Figure 1. Clock distribution (run 1).
Scale bar: 20 um.
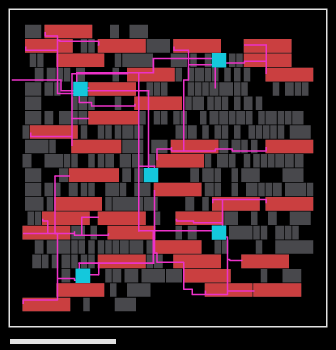
Figure 2. Cell classes on the final placement (run 1).
Fill, decap, tap and diode cells in grey.
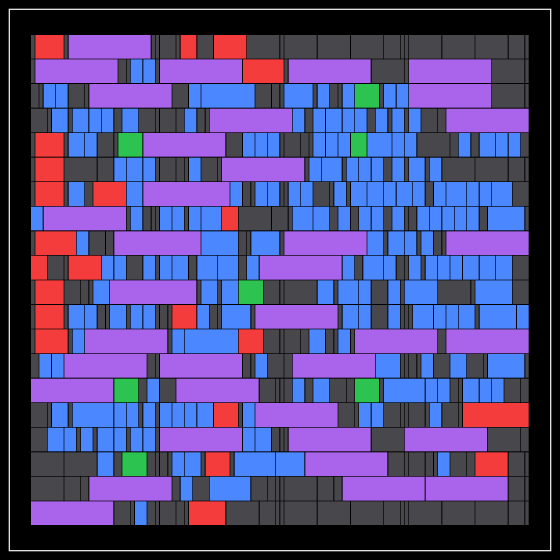
Figure 3. Routed metal, one colour a layer (run 1).
Scale bar: 20 um. Only two layers are drawn.
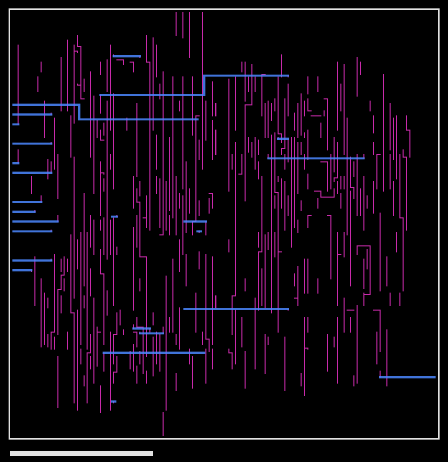
File: config.mk
export PLATFORM = sky130hd
export DESIGN_NAME = trivium_stream_ctrl
export DESIGN_NICKNAME = d
export VERILOG_FILES = /design/src/rtl/trivium_stream_ctrl.sv
export SDC_FILE = /design/constraint.sdc
export NUM_CORES = 1
export LEC_CHECK = 0
export ABC_AREA = 1
export CORE_MARGIN = 2
export CORE_UTILIZATION = 58
export CTS_BUF_LIST = sky130_fd_sc_hd__clkbuf_4
export DETAILED_ROUTE_END_ITERATION = 8
export GPL_TIMING_DRIVEN = 1
export PLACE_DENSITY = 0.91
export SYNTH_ARGS = -nofsm -noshare
export SYNTH_HDL_FRONTEND = slang
export SYNTH_SLANG_ARGS = --single-unit
File: constraint.sdc
create_clock -name clk -period 1.8 [get_ports clk]
set_clock_uncertainty 0.1 [all_clocks]
set_input_delay 0.36 -clock clk [delete_from_list [all_inputs] [get_ports clk]]
set_output_delay 0.36 -clock clk [all_outputs]
set_load 0.02 [all_outputs]
File: src/rtl/trivium_stream_ctrl.sv
// trivium_stream_ctrl: Trivium core sequencer (restart, warm-up, byte gathering, valid/ready stream).
// Define TRIVIUM_CTRL_REKEY_EN to restart the core every REKEY_BYTES accepted bytes.
module trivium_stream_ctrl #(
    parameter int WARMUP      = 1152,
    parameter int REKEY_BYTES = 1024
) (
    input  logic       clk,
    input  logic       rst,
    input  logic       start,
    input  logic       stop,
    output logic       core_rst_n,
    output logic       core_en,
    input  logic       core_bit,
    output logic [7:0] ks_data,
    output logic       ks_valid,
    input  logic       ks_ready,
    output logic       busy
);
    localparam logic [2:0] S_IDLE = 3'd0;
    localparam logic [2:0] S_LOAD = 3'd1;
    localparam logic [2:0] S_WARM = 3'd2;
    localparam logic [2:0] S_GATH = 3'd3;
    localparam logic [2:0] S_HOLD = 3'd4;

    logic [2:0]  state, nxt;
    logic [15:0] wcnt;
    logic [3:0]  gcnt, ccnt;
    logic        cap, hs, last;

    assign core_rst_n = (state != S_IDLE) && (state != S_LOAD);
    assign core_en    = (state == S_WARM) || ((state == S_GATH) && (gcnt < 4'd8));
    assign ks_valid   = state == S_HOLD;
    assign busy       = state != S_IDLE;
    assign hs         = ks_valid && ks_ready;

`ifdef TRIVIUM_CTRL_REKEY_EN
    logic [15:0] bcnt;
    assign last = bcnt == 16'(REKEY_BYTES - 1);
    always_ff @(posedge clk or negedge rst)
        if (!rst)                  bcnt <= '0;
        else if (state == S_LOAD)  bcnt <= '0;
        else if (hs)               bcnt <= bcnt + 16'd1;
`else
    // REKEY_BYTES is at least 1, so streaming never re-keys here
    assign last = REKEY_BYTES == 0;
`endif

    always_comb begin
        nxt = state;
        case (state)
            S_IDLE:  nxt = start ? S_LOAD : S_IDLE;
            S_LOAD:  nxt = S_WARM;
            S_WARM:  nxt = (wcnt == 16'(WARMUP - 1)) ? S_GATH : S_WARM;
            S_GATH:  nxt = (cap && ccnt == 4'd7) ? S_HOLD : S_GATH;
            S_HOLD:  nxt = hs ? (last ? S_LOAD : S_GATH) : S_HOLD;
            default: nxt = S_IDLE;
        endcase
        if (stop) nxt = S_IDLE;
    end

    always_ff @(posedge clk or negedge rst) begin
        if (!rst) begin
            state   <= S_IDLE;
            wcnt    <= '0;
            gcnt    <= '0;
            ccnt    <= '0;
            cap     <= 1'b0;
            ks_data <= 8'h00;
        end else begin
            state <= nxt;
            cap   <= core_en && (state == S_GATH);
            wcnt  <= (state == S_WARM) ? wcnt + 16'd1 : 16'd0;
            gcnt  <= (state == S_GATH) ? gcnt + {3'd0, core_en} : 4'd0;
            // core_bit lags core_en by one cycle, so capture follows the registered enable
            if (state == S_GATH && cap) begin
                ks_data <= {ks_data[6:0], core_bit};
                ccnt    <= ccnt + 4'd1;
            end else if (state != S_GATH) begin
                ccnt <= '0;
            end
        end
    end
endmodule

==> run summary, run 1 <==
Tap Count -> 33
Avg WL per Cell -> 12.46 um
dpl hpwl -> 2550 um
via count -> 1,521
worst hold slack -> 0.2788 ns
logic area -> 824.5 sq um
VDD IR max -> 0.0004250 V
total wire length -> 3589 um
cell count after synthesis -> 230
Post-route DRC -> 0
Buf/Inv on CP -> 2
Final Net Count -> 265
Int Pwr -> 1.039 mW
Non-Clock Buffer Area Fraction -> 9.628%
Post-synth ARST share -> 100.0%
top_reg_cell synth -> dfrtp_1
DR pass1 iterations -> 4
sequential share of power -> 59.5%
Setup-failing EPs final -> 0
GP Congestion -> 1.004
outcome -> completed
largest fanout on the critical path -> 5
number of enable flip-flop cells -> 0
Synth top area share -> 49.83%
clk sinks -> 36
worst path cell trace -> nand2_2 -> nor2_4 -> inv_2 -> o21ai_4 -> buf_6
PwrDens -> 666.1 mW/mm^2
capture point of the worst path -> core_en
R2R Setup Slk -> 0.14 ns
Reg with most FFs -> wcnt
flop count -> 36
Setup TNS -> 0 ns
WP depth -> 5
CTS buffer count -> 5
DP Area -> 0.002052 sq mm
Slew headroom -> 72.32%
worst min path class -> in2async
die width -> 59.83 um
FF-to-FF End -> gcnt[2]
critical path required time -> 1.34 ns
first-pass GRT wire length -> 6065 um
Tcrit/Tclk final -> 98.13%
RSZ-0062 raised after global routing -> yes
max cap viols -> 0
number of global-route vias before repair -> 1,432
met1 Use GR -> 27.56%
post-CTS resize count -> 23
Gate power share -> 10.3%
Notes on Figure 1 above:
[red] flip-flops | count: 36
[magenta] clock wires | length: 459 um
[cyan] clock-net drivers | count: 5
routed clock nets: 6
clock-net power: 0.426 mW
Clk pwr share: 30.2%
Clk Latency, worst-skew pair: 0.35 ns

Notes on Figure 2 above:
| colour | class | cells | share of their area |
|---|---|---|---|
| purple | sequential cells | 36 | 44% |
| red | remaining buffers and delay cells | 22 | 9.8% |
| green | clock drivers and dummy loads | 7 | 2.4% |
| blue | remaining logic cells | 190 | 44% |
core area: 0.003003 sq mm
Core Util, Final: 70.54%
Final Instance Area: 0.002118 sq mm
# rows: 20

Notes on Figure 3 above:
| colour | layer | wire length |
|---|---|---|
| magenta | M2 | 1,740 um |
| blue | M3 | 164 um |

==> run 2: changes to the inputs <==
- PLACE_DENSITY: 0.91 -> 0.83
Figure 4. Clock distribution (run 2).
Scale bar: 20 um.
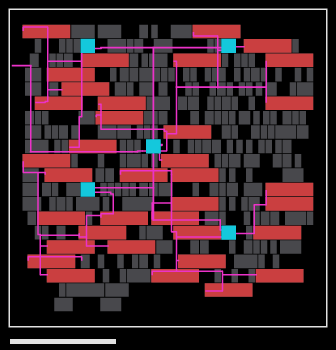
[cyan] clock-net drivers | count: 5
[red] flip-flops | count: 36
[magenta] clock wires | length: 440 um
flops lie: spread over the die
clock-net power: 0.435 mW
Clk pwr share: 30.5%

==> run summary, run 2 <==
Final Net Count -> 268 (+1.1%)
Final Instance Area -> 0.002140 sq mm (+1.0%)
Synth top area share -> 49.83% (unchanged)
CTS buffer count -> 5 (unchanged)
FF-to-FF End -> gcnt[2]
Reg with most FFs -> wcnt
core area -> 0.003003 sq mm (unchanged)
die width -> 59.83 um (unchanged)
Post-synth ARST share -> 100.0% (unchanged)
number of enable flip-flop cells -> 0 (unchanged)
worst path cell trace -> nand2_1 -> nor2_2 -> inv_2 -> o21ai_4 -> buf_6
Buf/Inv on CP -> 2 (unchanged)
first-pass GRT wire length -> 5747 um (-5.2%)
cell count after synthesis -> 230 (unchanged)
Setup-failing EPs final -> 1 (+1)
top_reg_cell synth -> dfrtp_1
final setup margin -> -0.01239 ns
PwrDens -> 666.7 mW/mm^2 (about the same)
failing checks -> setup timing
VDD IR max -> 0.0004664 V (+9.7%)
Setup TNS -> -0.01239 ns (-0.01239 ns)
critical path required time -> 1.34 ns (about the same)
Slew headroom -> 79.25% (+6.9 points)
number of global-route vias before repair -> 1,395 (-2.6%)
R2R Setup Slk -> 0.22 ns (+0.08 ns)
post-CTS resize count -> 26 (+13%)
Avg WL per Cell -> 12.32 um (-1.2%)
Clk Latency, worst-skew pair -> 0.35 ns (about the same)
Post-route DRC -> 0 (unchanged)
flop count -> 36 (unchanged)
max cap viols -> 0 (unchanged)
YS chip area -> 0.001808 sq mm
DP Area -> 0.002059 sq mm (+0.37%)
clk sinks -> 36 (unchanged)
via count -> 1,545 (+1.6%)
DR pass1 iterations -> 4 (unchanged)
GP Congestion -> 0.8674 (-14%)
largest fanout on the critical path -> 4 (-1)
outcome -> finished with violations
# rows -> 20 (unchanged)
sequential share of power -> 58.4% (-1.1 points)
worst min path class -> in2async
worst hold slack -> 0.2633 ns (-0.01545 ns)
capture point of the worst path -> core_en
total wire length -> 3597 um (+0.22%)
WP depth -> 5 (unchanged)
No activity file was given, so power comes from the tool's default toggle rates.
